### config.mk
export PLATFORM = sky130hd
export DESIGN_NAME = regfile_wb_arbiter
export DESIGN_NICKNAME = d
export VERILOG_FILES = /design/src/rtl/regfile_wb_arbiter.sv
export SDC_FILE = /design/constraint.sdc
export NUM_CORES = 1
export LEC_CHECK = 0
export CORE_MARGIN = 1.5
export CORE_UTILIZATION = 38
export DETAILED_ROUTE_END_ITERATION = 8
export PLACE_DENSITY = 0.9
export SLEW_MARGIN = 20
export SYNTH_ARGS = -nofsm -noshare
export SYNTH_HDL_FRONTEND = slang
export SYNTH_SLANG_ARGS = --single-unit
export TNS_END_PERCENT = 20
### constraint.sdc
create_clock -name clk -period 4.55 [get_ports clk]
set_input_delay 1.365 -clock clk [delete_from_list [all_inputs] [get_ports clk]]
set_output_delay 1.365 -clock clk [all_outputs]
set_load 0.01 [all_outputs]
### src/rtl/regfile_wb_arbiter.sv
// Writeback arbiter for the 32x32 register file write port.
// req1 (load) has fixed priority; req0 (ALU) is guaranteed progress by an
// aging counter. The winning write goes through a one-cycle output stage
// that drives RW/WR/WD and the forwarding compare.
module regfile_wb_arbiter #(
  parameter int unsigned MAX_WAIT          = 3,
  parameter bit          ZERO_REG_WRITABLE = 1'b0
) (
  input  logic        clk,
  input  logic        rst,
  input  logic        req0_valid,
  input  logic [4:0]  req0_addr,
  input  logic [31:0] req0_data,
  output logic        req0_ready,
  input  logic        req1_valid,
  input  logic [4:0]  req1_addr,
  input  logic [31:0] req1_data,
  output logic        req1_ready,
  output logic        rw,
  output logic [4:0]  wr,
  output logic [31:0] wd,
  input  logic [4:0]  rd_a,
  input  logic [4:0]  rd_b,
  output logic        fwd_a_hit,
  output logic        fwd_b_hit,
  output logic [31:0] fwd_data,
  output logic [3:0]  req0_wait
);

  localparam logic [3:0] LP_MAX_WAIT = 4'(MAX_WAIT);

  logic [3:0]  r_wait;
  logic        r_rw;
  logic [4:0]  r_wr;
  logic [31:0] r_wd;

  logic        w_grant0;
  logic        w_grant1;
  logic [4:0]  w_acc_addr;
  logic [31:0] w_acc_data;
  logic        w_acc_write;

  // Arbitration: req1 wins unless req0 has aged to MAX_WAIT; nothing granted in reset
  always_comb begin
    w_grant0 = 1'b0;
    w_grant1 = 1'b0;
    if (!rst) begin
      if (req0_valid && (!req1_valid || (r_wait >= LP_MAX_WAIT))) begin
        w_grant0 = 1'b1;
      end else if (req1_valid) begin
        w_grant1 = 1'b1;
      end
    end
  end

  // Select the accepted transfer; writes to r0 complete the handshake but are dropped
  always_comb begin
    w_acc_addr  = w_grant0 ? req0_addr : req1_addr;
    w_acc_data  = w_grant0 ? req0_data : req1_data;
    w_acc_write = (w_grant0 || w_grant1) && (ZERO_REG_WRITABLE || (w_acc_addr != 5'd0));
  end

  // Aging counter: counts consecutive lost cycles of a pending req0, saturating at 15
  always_ff @(posedge clk) begin
    if (rst) begin
      r_wait <= '0;
    end else if (!req0_valid || w_grant0) begin
      r_wait <= '0;
    end else if (r_wait != 4'hF) begin
      r_wait <= r_wait + 4'd1;
    end
  end

  // Output stage: one-cycle registered write; WR/WD hold when nothing is written
  always_ff @(posedge clk) begin
    if (rst) begin
      r_rw <= 1'b0;
      r_wr <= '0;
      r_wd <= '0;
    end else begin
      r_rw <= w_acc_write;
      if (w_acc_write) begin
        r_wr <= w_acc_addr;
        r_wd <= w_acc_data;
      end
    end
  end

  // Outputs and forwarding compare against the in-flight write
  always_comb begin
    req0_ready = w_grant0;
    req1_ready = w_grant1;
    rw         = r_rw;
    wr         = r_wr;
    wd         = r_wd;
    fwd_data   = r_wd;
    fwd_a_hit  = r_rw && (r_wr == rd_a);
    fwd_b_hit  = r_rw && (r_wr == rd_b);
    req0_wait  = r_wait;
  end

endmodule

==> images/closeup.png <==
The bar under the picture is 20 um long. Window x 0 to 50, y 0 to 50 um. Cells in gray, sequential cells in the stronger gray; small squares are vias.
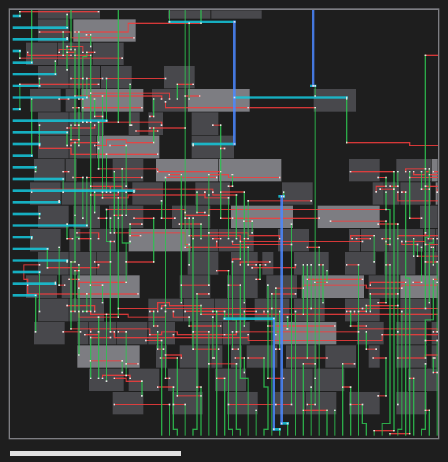
[cyan] M3
[red] M1
[green] M2
[blue] M4
most frequent: clkdlybuf4s50_1 (59), inv_1 (16), o221a_1 (15)
cells with their middle in the window: 122
sequential cells in the window: 14
netlist names of flops here include: fwd_data (14)

==> images/ff_map.png <==
Other sequential cells in the stronger gray, the rest of the logic in the fainter gray.
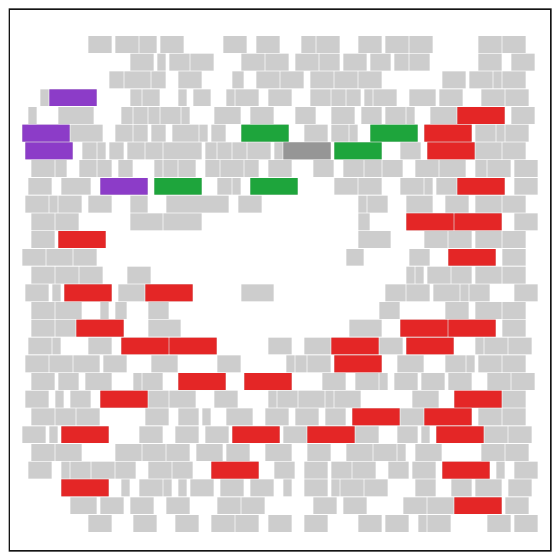
[green] wr | flops: 5 | where: top middle
[purple] req0_wait | flops: 4 | where: top left
[red] fwd_data | flops: 32
not colored: 1
register share of the cell area: 21.3%
final core utilization: 65.6%
area of all sequential standard cells: 841 sq um

==> run notes <==
The run finished with clean final reports. After synthesis, the share of flip-flops with an asynchronous set or reset is 0%. In the final layout, excluding clock buffers the buffer count is 170. The synthesis run shows multiplexers occupying 0% of the cell area. The design received a total of 75 well taps at floorplan.

Capture endpoint of the worst hold path: req0_wait[0]. TritonCTS built the clock tree. The number of sequential cells reported for the layout is 42. The tools report the first-pass detailed-route iteration total as 4. The via count was 2328. Per the CTS log, the maximum H-tree level is 2. For the worst reg-to-reg path, the endpoint reported by OpenROAD is fwd_data[16]. Logic depth along the worst register-to-register path is recorded as 6. For this run, the number of Yosys warnings is 0.

The run gives 26 for the tool warning count. Combinational power for this build is 305 uW. The critical path data arrival time was 2960 ps. The worst register-to-register path begins at req0_wait[0]. For the instance count of the mapped netlist, the log shows 249. Leaving out buffers and inverters, the combinational logic in the layout accounts for 1110 sq um.

The clock period could shrink to 4330 ps. Setup repair after global routing left no endpoint under its margin. Ranked by power, first place goes to registers. The run gives 34.7% as the portion of the post-synthesis area used by sequential elements. The routed design shows a wire length per standard cell of 15.6 um. Worst-case register-to-register setup slack: 2270 ps. The vertical die dimension was 82.8 um; the highest achievable clock rate was 231 MHz. The logs give 11900 um for the wire length of the first global-routing pass and 186 uV for the maximum resistive drop on vdd. With the number of clock buffers inserted by TritonCTS at 5, the buffer-and-inverter tally for the worst setup path is 2.

Summing the areas of all fa, ha and maj instances in the mapped netlist gives 0.517% of the synthesized area. The number of global-route vias before repair came out at 2402. The most critical setup path has its startpoint at req1_valid. The chip occupies 6860 sq um. The critical path crosses 5 cells after its start point.

The type of the setup path with the least slack is primary input to output port.
==> images/class_map.png <==
Fill, decap, tap and diode cells in gray.
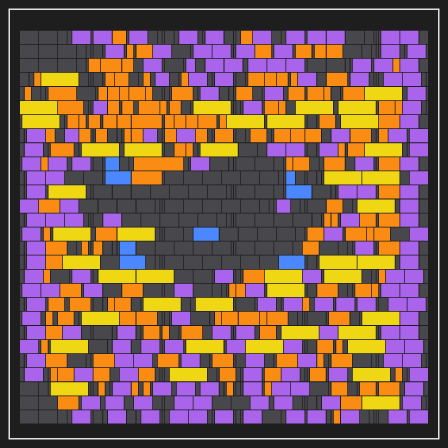
[orange] remaining logic cells | cells: 162 | share of their area: 32%
[blue] clock drivers and dummy loads | cells: 8 | share of their area: 2.3%
[yellow] registers | cells: 42 | share of their area: 22%
[purple] remaining buffers and delay cells | cells: 170 | share of their area: 44%
Design Area, Final: 3950 sq um
core region area: 6030 sq um
total number of placement rows: 28

Power is estimated from default activity; no workload was simulated.
